`src/rtl/ddr_pkg.sv`:
```
// Shared DDR4 command/address definitions.
//   command_type : decoded command on the CA bus
//   bank_state_t : per-bank protocol state
//   dec_err_t    : decoder protocol error cause
package ddr_pkg;

  typedef enum logic [3:0] {
    DES, NOP, ACT, MRS, REF, PRE, PREA, WR, WRA, RD, RDA, ZQCL, ILLEGAL
  } command_type;

  typedef enum logic [1:0] {
    IDLE, ACTIVATING, ACTIVE, PRECHARGING
  } bank_state_t;

  typedef enum logic [2:0] {
    ERR_NONE, ERR_ILLEGAL, ERR_TRFC, ERR_ACT_OPEN, ERR_NOT_OPEN, ERR_TRCD, ERR_REF_OPEN
  } dec_err_t;

  localparam int unsigned NUM_BANKS = 16;

endpackage

```
`src/rtl/dimm_bank_fsm.sv`:
```
// One DRAM bank: protocol state, tRCD/tRP countdown and the open row.
//   clk_i, rst_ni   : clock, async active-low reset
//   act_i           : accepted ACT to this bank (row_i captured)
//   pre_i           : accepted PRE to this bank or PREA
//   auto_pre_i      : accepted RDA/WRA to this bank
//   state_eff_o     : state as seen by a command sampled on this edge
//   state_o, row_o  : registered state and stored row
module dimm_bank_fsm
  import ddr_pkg::*;
#(
  parameter int unsigned T_RCD = 11,
  parameter int unsigned T_RP  = 11
) (
  input  logic        clk_i,
  input  logic        rst_ni,
  input  logic        act_i,
  input  logic        pre_i,
  input  logic        auto_pre_i,
  input  logic [13:0] row_i,
  output bank_state_t state_eff_o,
  output bank_state_t state_o,
  output logic [13:0] row_o
);

  localparam int unsigned TMax = (T_RCD > T_RP) ? T_RCD : T_RP;
  localparam int unsigned CntW = (TMax > 0) ? $clog2(TMax + 1) : 1;

  bank_state_t     state_q, state_d, state_eff;
  logic [CntW-1:0] cnt_q, cnt_d;
  logic [13:0]     row_q, row_d;
  logic            expiring;

  // A count of 1 reaches 0 on this edge; the command sampled now already sees
  // the post-expiry state.
  always_comb begin
    expiring  = (cnt_q <= CntW'(1));
    state_eff = state_q;
    if (state_q == ACTIVATING && expiring) state_eff = ACTIVE;
    if (state_q == PRECHARGING && expiring) state_eff = IDLE;
  end

  always_comb begin
    state_d = state_eff;
    cnt_d   = (cnt_q != '0) ? cnt_q - CntW'(1) : '0;
    row_d   = row_q;
    case (state_eff)
      IDLE: begin
        if (act_i) begin
          state_d = ACTIVATING;
          cnt_d   = CntW'(T_RCD);
          row_d   = row_i;
        end
      end
      ACTIVATING, ACTIVE: begin
        if (pre_i || (auto_pre_i && state_eff == ACTIVE)) begin
          state_d = PRECHARGING;
          cnt_d   = CntW'(T_RP);
        end
      end
      default: ;
    endcase
  end

  always_ff @(posedge clk_i or negedge rst_ni) begin
    if (!rst_ni) begin
      state_q <= IDLE;
      cnt_q   <= '0;
      row_q   <= '0;
    end else begin
      state_q <= state_d;
      cnt_q   <= cnt_d;
      row_q   <= row_d;
    end
  end

  assign state_eff_o = state_eff;
  assign state_o     = state_q;
  assign row_o       = row_q;

endmodule

```
`src/rtl/dimm_cmd_decode.sv`:
```
// DDR4 DRAM-side command decoder and protocol checker.
//   CK_c, reset_n                : clock, async active-low reset
//   cs_n..WE_n_A14, bg/ba, A*    : command/address pins, sampled on rising CK_c
//   cmd_valid, cmd               : registered decoded command (non-DES/NOP)
//   bg, ba, row, col             : decoded address fields (row from bank on RD/WR)
//   mr_sel, mr_op                : MRS register select and opcode
//   bank_open                    : per-bank ACTIVATING/ACTIVE, index {bg,ba}
//   err, err_code                : one-cycle protocol error pulse and cause
module dimm_cmd_decode
  import ddr_pkg::*;
#(
  parameter int unsigned T_RCD = 11,
  parameter int unsigned T_RP  = 11,
  parameter int unsigned T_RFC = 280
) (
  input  logic        CK_c,
  input  logic        reset_n,
  input  logic        cs_n,
  input  logic        act_n,
  input  logic        RAS_n_A16,
  input  logic        CAS_n_A15,
  input  logic        WE_n_A14,
  input  logic [1:0]  bg_addr,
  input  logic [1:0]  ba_addr,
  input  logic        A17,
  input  logic        A13,
  input  logic        A12_BC_n,
  input  logic        A11,
  input  logic        A10_AP,
  input  logic [9:0]  A9_A0,
  output logic        cmd_valid,
  output command_type cmd,
  output logic [1:0]  bg,
  output logic [1:0]  ba,
  output logic [13:0] row,
  output logic [9:0]  col,
  output logic [2:0]  mr_sel,
  output logic [17:0] mr_op,
  output logic [15:0] bank_open,
  output logic        err,
  output dec_err_t    err_code
);

  localparam int unsigned RfcW = (T_RFC > 0) ? $clog2(T_RFC + 1) : 1;

  command_type     dec_cmd;
  dec_err_t        dec_err;
  logic [3:0]      idx;
  logic [13:0]     pin_row;
  logic            is_rdwr, any_open, any_prech, rfc_busy;
  logic [15:0]     act_v, pre_v, ap_v;
  logic [RfcW-1:0] rfc_q, rfc_d;

  bank_state_t     bank_eff [NUM_BANKS];
  bank_state_t     bank_st  [NUM_BANKS];
  logic [13:0]     bank_row [NUM_BANKS];

  assign idx     = {bg_addr, ba_addr};
  assign pin_row = {A13, A12_BC_n, A11, A10_AP, A9_A0};

  always_comb begin
    dec_cmd = DES;
    if (cs_n) begin
      dec_cmd = DES;
    end else if (!act_n) begin
      dec_cmd = ACT;
    end else begin
      case ({RAS_n_A16, CAS_n_A15, WE_n_A14})
        3'b000:  dec_cmd = MRS;
        3'b001:  dec_cmd = REF;
        3'b010:  dec_cmd = A10_AP ? PREA : PRE;
        3'b011:  dec_cmd = ILLEGAL;
        3'b100:  dec_cmd = A10_AP ? WRA : WR;
        3'b101:  dec_cmd = A10_AP ? RDA : RD;
        3'b110:  dec_cmd = A10_AP ? ZQCL : ILLEGAL;
        default: dec_cmd = NOP;
      endcase
    end
  end

  assign is_rdwr = (dec_cmd == RD) || (dec_cmd == WR) || (dec_cmd == RDA) || (dec_cmd == WRA);
  // Mirrors bank expiry: a count of 1 clears on this edge.
  assign rfc_busy = (rfc_q > RfcW'(1));

  always_comb begin
    any_open  = 1'b0;
    any_prech = 1'b0;
    for (int i = 0; i < NUM_BANKS; i++) begin
      if (bank_eff[i] == ACTIVATING || bank_eff[i] == ACTIVE) any_open = 1'b1;
      if (bank_eff[i] == PRECHARGING) any_prech = 1'b1;
    end
  end

  always_comb begin
    dec_err = ERR_NONE;
    if (dec_cmd == ILLEGAL) begin
      dec_err = ERR_ILLEGAL;
    end else if (dec_cmd != DES && dec_cmd != NOP && rfc_busy) begin
      dec_err = ERR_TRFC;
    end else if (dec_cmd == ACT) begin
      if (bank_eff[idx] != IDLE) dec_err = ERR_ACT_OPEN;
    end else if (is_rdwr) begin
      if (bank_eff[idx] == ACTIVATING) dec_err = ERR_TRCD;
      else if (bank_eff[idx] != ACTIVE) dec_err = ERR_NOT_OPEN;
    end else if (dec_cmd == REF) begin
      if (any_open || any_prech) dec_err = ERR_REF_OPEN;
    end
  end

  // Erroring commands are reported but must not disturb bank state.
  always_comb begin
    act_v = '0;
    pre_v = '0;
    ap_v  = '0;
    if (dec_err == ERR_NONE) begin
      if (dec_cmd == ACT) act_v[idx] = 1'b1;
      if (dec_cmd == PRE) pre_v[idx] = 1'b1;
      if (dec_cmd == PREA) pre_v = '1;
      if (dec_cmd == RDA || dec_cmd == WRA) ap_v[idx] = 1'b1;
    end
  end

  for (genvar g = 0; g < NUM_BANKS; g++) begin : g_bank
    dimm_bank_fsm #(
      .T_RCD(T_RCD),
      .T_RP (T_RP)
    ) u_bank (
      .clk_i      (CK_c),
      .rst_ni     (reset_n),
      .act_i      (act_v[g]),
      .pre_i      (pre_v[g]),
      .auto_pre_i (ap_v[g]),
      .row_i      (pin_row),
      .state_eff_o(bank_eff[g]),
      .state_o    (bank_st[g]),
      .row_o      (bank_row[g])
    );
    assign bank_open[g] = (bank_st[g] == ACTIVATING) || (bank_st[g] == ACTIVE);
  end

  always_comb begin
    rfc_d = (rfc_q != '0) ? rfc_q - RfcW'(1) : '0;
    if (dec_cmd == REF && dec_err == ERR_NONE) rfc_d = RfcW'(T_RFC);
  end

  always_ff @(posedge CK_c or negedge reset_n) begin
    if (!reset_n) begin
      rfc_q     <= '0;
      cmd_valid <= 1'b0;
      cmd       <= DES;
      bg        <= '0;
      ba        <= '0;
      row       <= '0;
      col       <= '0;
      mr_sel    <= '0;
      mr_op     <= '0;
      err       <= 1'b0;
      err_code  <= ERR_NONE;
    end else begin
      rfc_q     <= rfc_d;
      cmd_valid <= (dec_cmd != DES) && (dec_cmd != NOP);
      cmd       <= dec_cmd;
      bg        <= (dec_cmd != DES && dec_cmd != NOP) ? bg_addr : '0;
      ba        <= (dec_cmd != DES && dec_cmd != NOP) ? ba_addr : '0;
      row       <= (dec_cmd == ACT) ? pin_row : (is_rdwr ? bank_row[idx] : '0);
      col       <= is_rdwr ? A9_A0 : '0;
      mr_sel    <= (dec_cmd == MRS) ? {bg_addr[0], ba_addr} : '0;
      mr_op     <= (dec_cmd == MRS) ? {A17, RAS_n_A16, CAS_n_A15, WE_n_A14, pin_row} : '0;
      err       <= (dec_err != ERR_NONE);
      err_code  <= dec_err;
    end
  end

endmodule
```
`config.mk`:
```
export PLATFORM = sky130hd
export DESIGN_NAME = dimm_cmd_decode
export DESIGN_NICKNAME = d
export VERILOG_FILES = /design/src/rtl/ddr_pkg.sv /design/src/rtl/dimm_bank_fsm.sv /design/src/rtl/dimm_cmd_decode.sv
export SDC_FILE = /design/constraint.sdc
export NUM_CORES = 1
export LEC_CHECK = 0
export ABC_AREA = 1
export CORE_UTILIZATION = 30
export DETAILED_ROUTE_END_ITERATION = 12
export SKIP_CTS_REPAIR_TIMING = 1
export SLEW_MARGIN = 10
export SYNTH_ARGS = -nofsm -noshare
export SYNTH_HDL_FRONTEND = slang
export SYNTH_SLANG_ARGS = --single-unit
```
`constraint.sdc`:
```
create_clock -name CK_c -period 2.9 [get_ports CK_c]
set_clock_uncertainty 0.1 [all_clocks]
set_input_delay 0.58 -clock CK_c [delete_from_list [all_inputs] [get_ports CK_c]]
set_output_delay 0.58 -clock CK_c [all_outputs]
set_load 0.01 [all_outputs]
```
==> Table 3: Implementation characteristics, run 1 <==
Summary of implementation characteristics

Parameter                              Value

Status
  Run status    finished with violations
  Violations in the final reports    negative setup slack

STA
  Min Hold Slack    0.353 ns
  Period Utilization, post-route    1.04
  Slew Limit Fails    0
  Aggregate negative setup slack    -3.40 ns
  Max-slew headroom    0.428
  Final-report setup violation count    79
  Worst-margin pin slew    0.859 ns
  Worst setup margin    -0.122 ns
  Top achievable clock speed    0.331 GHz
  Final Hold Viols    0

Setup path
  Maximum fanout along the worst path    14
  Crit path cell chain    inv_1, ha_4, nand3_2, nand2_2, nand2_4, nand2_1, nand2_1, nor2_1, nand2_1, nor2_2, nand2_2, nand2_2, nand2_2, a21oi_4, buf_6, buf_12, buf_6, nand4_4, clkbuf_16, nand2_1, o21ai_0
  Crit path depth    21
  Worst-path cell with the longest stage delay    sky130_fd_sc_hd__dfrtp_1
  CP arrival    3.38 ns
  CP Capture Type    register
  Destination of the worst register-to-register timing path    g_bank[14].u_bank.row_o[10]
  Launching element of the worst setup path    g_bank[11].u_bank.state_o[1]
  Top delay family on crit path    simple AND/OR/NAND/NOR gates
  Worst reg2reg path depth    21
  Critical path required time    3.26 ns
  Largest stage delay on the critical path    0.37 ns
  Flop2flop setup slack    -0.12 ns
  Worst R2R Start    g_bank[11].u_bank.state_o[1]

Layout
  Fraction of layout instances using a drive strength above 1    0.251
  Number of standard cells in the layout, taps in and fillers out    3659
  Combinational cell area excluding buffers and inverters    0.00942 sq mm
  Count of buffers not belonging to the clock network in the layout    433
  Post-layout util    0.426
  Largest contributor to cell area by class    flip-flops and latches
  Clock buffer cells    63
  Antenna cell count    0
  Synth-to-Final Area Change    40.0%
  Invs w/o clock    243
  Portion of the layout cell area used by non-clock buffers    0.157
  Flop count    387
  Comb/total area    0.351
  Multi-In Gates    1671
  Reg area    0.00969 sq mm
  Final net count    2840
  Layout clock area frac    0.0581

Logic synthesis
  Top cell type by instance count after synthesis    sky130_fd_sc_hd__nand2_1
  EDFF count, synth    0
  Leading cell types by total area after synthesis    sky130_fd_sc_hd__dfrtp_1 50%, sky130_fd_sc_hd__nand2_1 13%, sky130_fd_sc_hd__o21ai_0 8.7%
  Total of warnings raised by yosys    0
  Most frequent cells after synthesis    661 x sky130_fd_sc_hd__nand2_1, 387 x sky130_fd_sc_hd__dfrtp_1, 334 x sky130_fd_sc_hd__o21ai_0, 239 x sky130_fd_sc_hd__inv_1, 186 x sky130_fd_sc_hd__nor2_1
  Mean instance size in the synthesized netlist    8.00 sq um
  Count of different cell masters after synthesis    40
  Post-synth top area share    0.505
  Synthesized area    0.0192 sq mm
  Count of mapped cells out of synthesis    2399
  Leading register cell type out of synthesis    sky130_fd_sc_hd__dfrtp_1
  Yosys Instances    2399
  Summed standard-cell area reported by yosys    0.0192 sq mm

Placement
  Tally of buffers added on design ports    99
  Gpl congestion    0.940
  Pre-CTS setup slack    -0.669 ns
  Post-DP HPWL    40.5 mm
  # placed instances    3522
  Area of placed instances    0.0233 sq mm

GRT
  All-layer global routing usage    0.181
  Wire length of the first global-routing pass    92.5 mm
  Global-route congestion overflow total    0
  Number of antenna violations at the first check in global routing    2
  Largest net degree at the start of global routing    69

Drt
  Wire length after detailed routing    62.6 mm
  Number of detailed-routing iterations run before antenna repair    5
  Antenna viol nets, final    0
  Post-DR wirelength/cell    17.1 um
  Iteration-0 DRC count of the detailed router    1397
  Residual DRC    0
  Count of vias placed by the detailed router    18101

Floorplanning
  Number of well taps    846
  IO Pins    100
  DIE AREA    0.0650 sq mm

Worst hold path
  Hold path startpoint    A10_AP
  Worst Hold Depth    3
  Hold EP    g_bank[1].u_bank.row_o[10]
  Worst hold path class    input port to register

Power and ir drop
  Leakage power figure    13.5 nW
  Maximum vdd ir drop    0.423 mV
  Overall power after layout    16.6 mW
  Pwr dens    619 mW/mm^2

Flow run
  Max Cap Violations    0
  Count of tool warnings    44

Clock network
  TritonCTS clock tree    yes
  Number of CTS-inserted buffers    44
  CTS H-tree depth    2
  Maximum root-to-sink buffer count    3
  Clock-pin slew of the registers on the worst-case setup and hold paths    0.06 ns
  Clock tree sinks    387
run 1: flip-flops by register name, summed over array words and instances (netlist names):
name,cells
g_bank.u_bank.row_o,224
g_bank.u_bank.cnt_q,64
g_bank.u_bank.state_o,32
mr_op,18
row,14
col,10
rfc_q,9
cmd,4
err_code,3
mr_sel,3
ba,2
bg,2
cmd_valid,1
err,1
run 1: layout by cell type (no fill, tap or decap), drive strengths merged, types with 5 or more instances in the layout:
cell	synthesis	final
nand2	661	661
dfrtp	387	387
o21ai	339	339
buf	26	324
inv	243	243
nor2	201	201
o22ai	112	112
clkdlybuf4s50	0	86
a21oi	84	84
nand3	81	83
clkbuf	76	73
nand4	51	51
ha	34	34
nor3	20	20
a211oi	19	19
mux2	14	14
dlymetal6s2s	0	12
a22oi	11	11
or2	11	11
clkinv	0	10
a41oi	7	7
a21boi	7	7
bufinv	0	6
xor2	5	5
run 1: cell families (layout without fill, tap and decap cells):
group | Yosys count | after routing | synth area share
other | 1 | 3 | 0.000195
AOI/OAI and AO/OA | 582 | 582 | 0.167
DFF | 387 | 387 | 0.505
muxes | 14 | 14 | 0.00822
adders and majority gates | 34 | 34 | 0.0222
and+or+nand+nor | 1028 | 1030 | 0.224
buffers and inverters | 345 | 755 | 0.0699
xor gates and xnor gates | 8 | 8 | 0.00365
run 1: where the power goes:
group	switching (mW)	internal (mW)
Combinational	2.20	1.64
Clock	2.38	3.64
Sequential	0.558	6.19
Total	5.14	11.5
run 1: per-layer routing:
| metal | up-vias | part of all wire | GRT usage |
|---|---|---|---|
| li1 | 8731 | - | - |
| met1 | 8691 | 0.45 | 0.244 |
| met2 | 557 | 0.47 | 0.297 |
| met3 | 122 | 0.057 | 0.0245 |
| met4 | 0 | 0.027 | 0.0619 |
| met5 | - | 0 | 0 |
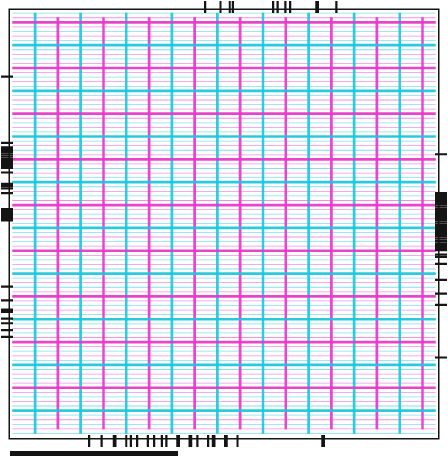
*Supply network, run 1*
Bar = 100 um. Pins as bars on the die edge.
[magenta] VDD
[cyan] VSS
rows: 92
signal pins: 100
die height: 255 um
x dimension of the die: 255 um
core box area: 0.0631 sq mm

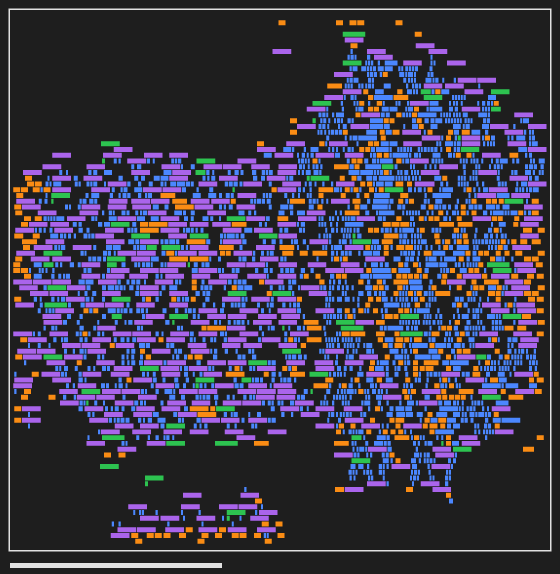
*Placed cells, one color a class, run 1*
Bar = 100 um.
[purple] sequential cells | cells: 387
[green] clock drivers and dummy loads | cells: 79
[orange] remaining buffers and delay cells | cells: 433
[blue] combinational and other logic | cells: 1914
post-route cell area: 0.0269 sq mm
total number of placement rows: 92
sequential share of cell area: 0.361

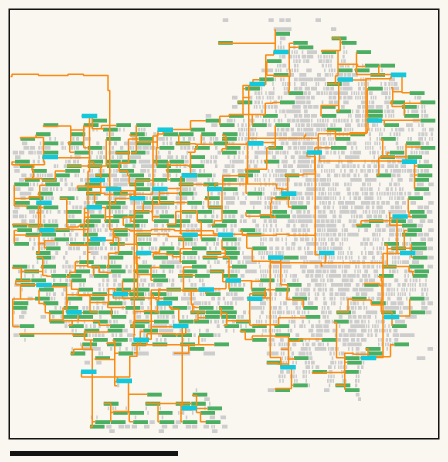
*Clock distribution, run 1*
Bar = 100 um.
[cyan] clock drivers | count: 44
[green] flip-flops | count: 387
[orange] clock wires | length: 5680 um
routed clock nets: 45
power of the clock network: 6.03 mW
clock network fraction of design power: 0.363
latest clock arrival within the worst-skew pair: 0.59 ns

## Run 2: what changed since run 1
Settings changed: CTS_CLUSTER_DIAMETER from default to 60.
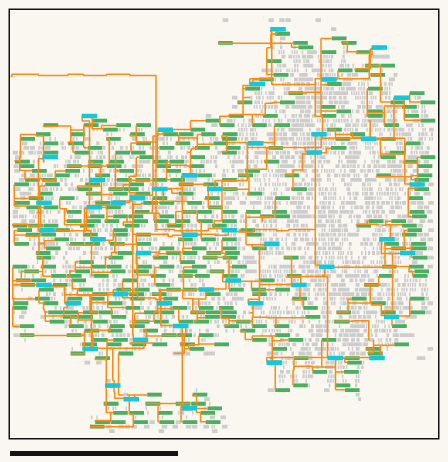
*Clock distribution, run 2*
Bar = 100 um.
[green] flip-flops | count: 387
[cyan] clock drivers | count: 48
[orange] clock wires | length: 5750 um
routed clock nets: 49
power of the clock network: 6.14 mW
clock network fraction of design power: 0.369

==> run 2 against run 1 <==
  * The run still ends with negative setup slack left
  * Area after synthesis unchanged
  * Sequential power about the same
  * Combinational power decreased by 2%
  * Die area unchanged
  * Maximum frequency increased by 3.1%
  * Via count decreased by 1.1%
  * Worst hold slack got worse by 0.0051 ns
  * Critical path depth decreased by 1
  * Sequential share of layout area increased by 0.62 points
  * Power about the same
  * Setup slack improved by 0.091 ns
  * Cell area decreased by 1.6%
  * Critical endpoint is now g_bank[14].u_bank.row_o[6]
  * Largest power group unchanged
==> Table 3: Implementation characteristics, run 2 <==
Summary of implementation characteristics

Parameter                              Value

Status
  Run status    finished with violations
  Violations in the final reports    negative setup slack

Setup path
  Largest stage delay on the critical path    0.38 ns
  CP Capture Type    register
  Worst R2R Start    g_bank[11].u_bank.state_o[1]
  Critical path required time    3.24 ns
  Launching element of the worst setup path    g_bank[11].u_bank.state_o[1]
  Top delay family on crit path    simple AND/OR/NAND/NOR gates
  Crit path cell chain    inv_2, ha_4, nand3_2, nand2_2, nand2_4, nand2_2, nand2_1, nor2_1, nand2_1, nor2_2, nand2_2, nand2_2, nand2_2, a21oi_4, buf_12, buf_4, nand4_4, buf_12, nand2_1, o21ai_0
  CP arrival    3.27 ns
  Worst-path cell with the longest stage delay    sky130_fd_sc_hd__dfrtp_1

Clock network
  Number of CTS-inserted buffers    48
  Clock-pin slew of the registers on the worst-case setup and hold paths    0.06 ns
  TritonCTS clock tree    yes
  Clock tree sinks    387
  CTS H-tree depth    2
  Maximum root-to-sink buffer count    3
  Latest clock arrival within the worst-skew pair    0.59 ns

GRT
  GR peak layer    met2
  Met3 Usage GRT    0.0247
  GRT met1 Usage    0.244
  Largest net degree at the start of global routing    69
  Global-route congestion overflow total    0
  Wire length of the first global-routing pass    92.6 mm
  Met2 track utilization from global routing    0.298

Layout
  Antenna cell count    0
  Final net count    2834
  Flip-flop count of the largest register after layout    224
  Reg area    0.00969 sq mm
  Top library cells by usage in the layout, fill and taps aside    611 x sky130_fd_sc_hd__nand2_1, 382 x sky130_fd_sc_hd__dfrtp_1, 297 x sky130_fd_sc_hd__o21ai_0
  Synth-to-Final Area Change    37.7%
  Combinational cell area excluding buffers and inverters    0.00918 sq mm
  Most frequent logic cell in the layout    sky130_fd_sc_hd__nand2_1

Drt
  Count of vias placed by the detailed router    17907
  Wire length after detailed routing    60.9 mm
  Met3 layer wire length in the routed design    3.40 mm
  Sum of routed wire segments on met1    27.1 mm
  Iteration-0 DRC count of the detailed router    1261
  Residual DRC    0
  Post-DR wirelength/cell    16.6 um
  Met2 wire length    28.4 mm
  Top Metal Used    met4
  Number of detailed-routing iterations run before antenna repair    6

Flow run
  Max Cap Violations    0
  Count of tool warnings    44

Floorplanning
  Total number of placement rows    92
  Core box area    0.0631 sq mm
  DIE AREA    0.0650 sq mm
  Die height    255 um
  IO Pins    100

Placement
  Tally of buffers added on design ports    99
  Gpl congestion    0.940
  Area of placed instances    0.0233 sq mm

Logic synthesis
  Count of mapped cells out of synthesis    2399
  Total of warnings raised by yosys    0
  Dominant kind of combinational cell    simple AND/OR/NAND/NOR gates
  EDFF count, synth    0
  Summed standard-cell area reported by yosys    0.0192 sq mm
  Share of the synthesized netlist area taken by xor and xnor gates    0.00365
  Count of different cell masters after synthesis    40
  Post-synth top area share    0.505
  Mean instance size in the synthesized netlist    8.00 sq um
  Compound-Gate Fraction of Synth Area    0.167
  Synthesized area    0.0192 sq mm
  Leading register cell type out of synthesis    sky130_fd_sc_hd__dfrtp_1
  Area share of and/or/nand/nor cells after synthesis    0.224
  Top cell type by instance count after synthesis    sky130_fd_sc_hd__nand2_1
  Yosys Instances    2399
  Share of cell area taken by muxes after synthesis    0.00822

STA
  Final-report setup violation count    20
  Worst-margin pin slew    0.859 ns
  Period Utilization, post-route    1.01
  Slew Limit Fails    0
  Final Hold Viols    0
  Top achievable clock speed    0.341 GHz
  Max-slew headroom    0.427
  Aggregate negative setup slack    -0.276 ns
  Worst setup margin    -0.0310 ns

Worst hold path
  Hold path startpoint    A10_AP
  Worst hold path class    input port to register

Power and ir drop
  Overall power after layout    16.6 mW
  Pwr dens    629 mW/mm^2
[run 2: cell counts after synthesis]
Identical to the previous run, type by type.
[run 2: worst paths after layout]
path	end	slack, ns	depth (start not counted)
max	g_bank[14].u_bank.row_o[6]	-0.03	20
min	g_bank[1].u_bank.row_o[10]	0.35	3
max reg2reg	g_bank[14].u_bank.row_o[6]	-0.03	20
min reg2reg	g_bank[6].u_bank.row_o[5]	0.38	2
max in group asynchronous	g_bank[2].u_bank.state_o[0]	1.42	3
min in group asynchronous	g_bank[12].u_bank.cnt_q[2]	0.44	2
[run 2: where the power goes]
part	switching [mW]	total [mW]	internal (mW)
Sequential	0.523	6.72	6.19
Clock	2.46	6.14	3.67
Combinational	2.17	3.76	1.58
[run 2: metrics by stage]
stage,utilization,hold slack [ns],cells,setup WS [ns]
2_1_floorplan,-,0.184,2401,0.179
3_3_place_gp,0.369,0.366,3522,-0.647
5_1_grt,0.419,0.333,3657,-0.264
6_report,0.419,0.347,3657,-0.0310
3_5_place_dp,0.369,0.373,3522,-0.669
4_1_cts,0.395,-0.181,3609,-0.188
[run 2: final cells by class]
class	instances	area share
clock buffer	65	0.0517
timing repair buffer	423	0.150
sequential	387	0.367
multi-input combinational	1671	0.348
inverter	243	0.0346
clock inverter	22	0.00966
tap	846	0.0401
[run 2: cells by family (layout without fill, tap and decap cells)]
group,count (synthesis),in the layout
and+or+nand+nor,1028,1030
AOI/OAI and AO/OA,582,582
DFF,387,387
buffers and inverters,345,753
adders and majority gates,34,34
muxes,14,14
xor gates and xnor gates,8,8
other,1,3
## Run 3: what changed since run 2
Settings changed: ABC_AREA 1 to default, CORE_ASPECT_RATIO from default to 1.1, TNS_END_PERCENT from default to 20.
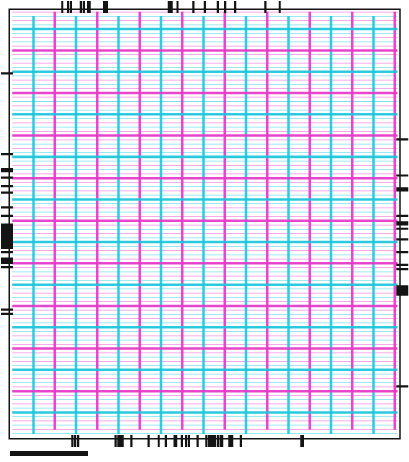
*Supply network, run 3*
Bar = 50 um. Pins as bars on the die edge.
[magenta] VDD
[cyan] VSS
met1 rails: 100
signal pins: 100
rows: 99
x dimension of the die: 249 um
die height: 273 um
core box area: 0.0663 sq mm

==> run 3 against run 2 <==
  * The run still ends with negative setup slack left
  * Clock-buffer cell count decreased by 6
  * Setup slack got worse by 0.48 ns
  * Power decreased by 23%
  * Register-to-register slack got worse by 0.48 ns
  * Sequential power decreased by 17%
  * Worst hold slack improved by 0.039 ns
  * Final cell count decreased by 16%
  * Global-route usage decreased by 0.061 points
  * Largest cell class is now logic gates
  * Largest power group is now clock
  * Highest routed layer unchanged
==> Table 3: Implementation characteristics, run 3 <==
Summary of implementation characteristics

Parameter                              Value

Status
  Run status    finished with violations
  Violations in the final reports    negative setup slack

STA
  Period Utilization, post-route    1.17
  Max-slew headroom    0.458
  Worst setup margin    -0.506 ns
  Unrepaired setup endpoints after global routing    true
  Aggregate negative setup slack    -118.36 ns
  Final Hold Viols    0
  Top achievable clock speed    0.294 GHz
  Final-report setup violation count    329
  Worst-margin pin slew    0.810 ns
  Slew Limit Fails    0
  Time the worst path needs with I/O delays and setup    3.41 ns

Logic synthesis
  Total of warnings raised by yosys    0
  Summed standard-cell area reported by yosys    0.0201 sq mm
  EDFF count, synth    0
  Top cell type by instance count after synthesis    sky130_fd_sc_hd__dfrtp_1
  Mean instance size in the synthesized netlist    11.6 sq um
  Post-synth top area share    0.482
  Count of different cell masters after synthesis    81
  Leading register cell type out of synthesis    sky130_fd_sc_hd__dfrtp_1
  Async S/R FF share, synth    1.00
  Most frequent cells after synthesis    387 x sky130_fd_sc_hd__dfrtp_1, 140 x sky130_fd_sc_hd__mux2_2, 118 x sky130_fd_sc_hd__nor2_1, 99 x sky130_fd_sc_hd__o21ai_0, 96 x sky130_fd_sc_hd__nand2_1
  Post-synthesis register bit count    387
  Yosys Instances    1738
  Synthesized area    0.0201 sq mm
  Count of mapped cells out of synthesis    1738
  Post-synthesis cell type with the largest combined area    sky130_fd_sc_hd__dfrtp_1
  Leading cell types by total area after synthesis    sky130_fd_sc_hd__dfrtp_1 48%, sky130_fd_sc_hd__mux4_2 8.0%, sky130_fd_sc_hd__mux2_2 7.9%
  Portion of the post-synthesis area used by sequential elements    0.482

Flow run
  Count of tool warnings    47
  Max Cap Violations    0

Clock network
  CTS H-tree depth    2
  TritonCTS clock tree    yes
  Latest clock arrival within the worst-skew pair    0.60 ns
  Number of CTS-inserted buffers    47
  Clock tree sinks    387
  Root buffer cell    sky130_fd_sc_hd__clkbuf_16
  Maximum root-to-sink buffer count    3
  Clock-pin slew of the registers on the worst-case setup and hold paths    0.06 ns

Layout
  Post-layout util    0.416
  Top library cells by usage in the layout, fill and taps aside    386 x sky130_fd_sc_hd__dfrtp_1, 336 x sky130_fd_sc_hd__buf_4, 115 x sky130_fd_sc_hd__nor2_1
  Flip-flop count of the largest register after layout    224
  Antenna cell count    0
  Most frequent logic cell in the layout    sky130_fd_sc_hd__dfrtp_1
  Fraction of layout instances using a drive strength above 1    0.373
  Synth-to-Final Area Change    37.2%
  Number of standard cells in the layout, taps in and fillers out    3066
  Final net count    2232
  Post-route cell area    0.0275 sq mm

GRT
  Wire length of the first global-routing pass    96.5 mm
  Largest net degree at the start of global routing    70
  GRT met1 Usage    0.227
  GR peak layer    met2
  Met2 track utilization from global routing    0.316
  All-layer global routing usage    0.181
  Global-route congestion overflow total    0
  Met3 Usage GRT    0.0263
  Number of antenna violations at the first check in global routing    1
  Vias in the first global route    16913

Setup path
  Worst Setup Start Kind    register
  Destination of the worst register-to-register timing path    g_bank[9].u_bank.row_o[0]
  Critical path required time    3.28 ns
  CP arrival    3.78 ns
  CP Capture Type    register
  Last element of the critical path    g_bank[9].u_bank.row_o[0]
  Maximum fanout along the worst path    10
  Launching element of the worst setup path    g_bank[12].u_bank.state_o[0]
  Critical path start-end classification    register to register
  Worst reg2reg path depth    11
  Flop2flop setup slack    -0.51 ns
  Worst R2R Start    g_bank[12].u_bank.state_o[0]

Power and ir drop
  Combinational share of power    0.075
  Reported combinational group power    0.953 mW
  Switching portion of total power    0.248
  Power of the clock network    6.20 mW
  Clock network fraction of design power    0.488
  Leakage power figure    12.9 nW
  Internal Pwr Total    9.56 mW
  Net switching power    3.16 mW
  Maximum vdd ir drop    0.452 mV
  Main power-consuming group    clock
  Power in sequential cells    5.56 mW
  Pwr dens    462 mW/mm^2
  Flop pwr share    0.437

Drt
  Met2 wire length    31.1 mm
  Sum of routed wire segments on met1    27.0 mm
  Post-DR wirelength/cell    20.5 um
  Via/cell ratio    5.27
  Residual DRC    0
  Met3 layer wire length in the routed design    2.87 mm
  Antenna viol nets, final    0
  Wire length after detailed routing    62.9 mm
  Top Metal Used    met4
  Iteration-0 DRC count of the detailed router    1040
  Count of vias placed by the detailed router    16149
  Number of detailed-routing iterations run before antenna repair    5

Worst hold path
  Worst Hold Depth    1
  Hold path startpoint    g_bank[3].u_bank.row_o[9]
  Worst hold path class    register to register
  Hold EP    g_bank[3].u_bank.row_o[9]

Placement
  Post-DP HPWL    42.8 mm
  Gpl congestion    0.920
  Area of placed instances    0.0252 sq mm
  Tally of buffers added on design ports    99
  # placed instances    2966
  Pre-CTS setup slack    -0.848 ns

Floorplanning
  DIE AREA    0.0680 sq mm
  Effective utilization at floorplan    0.303
  Total number of placement rows    99
  IO Pins    100
[run 3: cell types whose count changed after synthesis, sizes merged, moves of 41 or more]
| cell | change |
|---|---|
| and2 | +44 |
| inv | -196 |
| mux2 | +212 |
| mux4 | +71 |
| nand2 | -565 |
| nand3 | -64 |
| nand4 | -41 |
| nor2 | -83 |
| o21ai | -232 |
| o22ai | -106 |
[run 3: per-stage QoR]
stage	power, mW	hold WS (ns)
2_1_floorplan	6.07	0.184
3_3_place_gp	6.56	0.361
3_5_place_dp	6.58	0.371
4_1_cts	12.9	-0.180
5_1_grt	13.2	0.403
6_report	12.7	0.387
[run 3: logic make-up after synthesis]
family	synth area share
other	0.000187
flip-flops	0.482
multiplexers	0.207
XOR/XNOR	0.00393
adder cells (fa/ha/maj)	0.0212
AND-OR/OR-AND	0.138
AND/OR/NAND/NOR	0.117
buffers and inverters	0.0294
[run 3: critical path, cell delays in order (launching register included)]
cell and delay (ns):
sky130_fd_sc_hd__dfrtp_1 0.38, sky130_fd_sc_hd__ha_1 0.18, sky130_fd_sc_hd__or4b_4 0.47, sky130_fd_sc_hd__o211ai_1 0.20
sky130_fd_sc_hd__a31oi_1 0.14, sky130_fd_sc_hd__buf_4 0.16, sky130_fd_sc_hd__a2111oi_4 0.27, sky130_fd_sc_hd__o221ai_4 0.19
sky130_fd_sc_hd__buf_6 0.16, sky130_fd_sc_hd__or4_4 0.50, sky130_fd_sc_hd__clkbuf_16 0.22, sky130_fd_sc_hd__mux2_1 0.31
[run 3: cell type report]
type                    instances  area [sq um]
clock inverters                26           367
inverters                      48           180
well taps                     858          1070
fillers                      6118         38700
flip-flops and latches        387          9690
repair buffers                480          4410
multi-input cells            1208         10600
clock buffers                  59          1270

==> notes/layouts.md <==
Pictures saved along the way, in no particular order.

Congestion heat map.
image #1
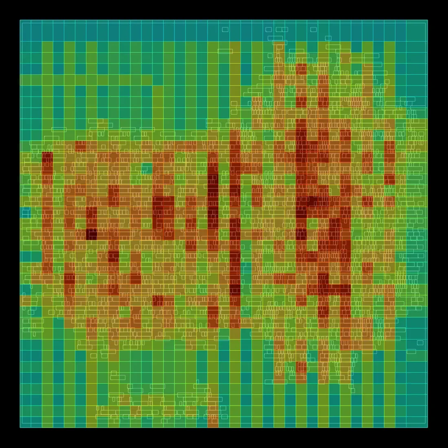
image #2
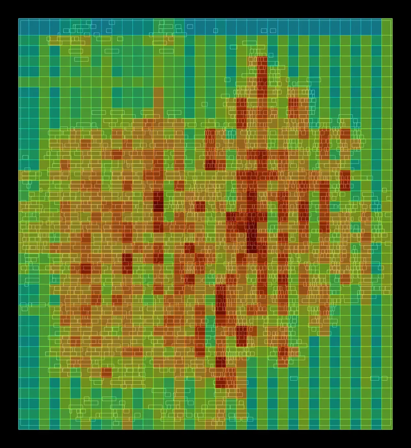
For run 3, see image #2.
For run 2, see image #1.
- most wire per cell: image #2

Power figures rest on the tool's default switching activity, not on a simulated workload.
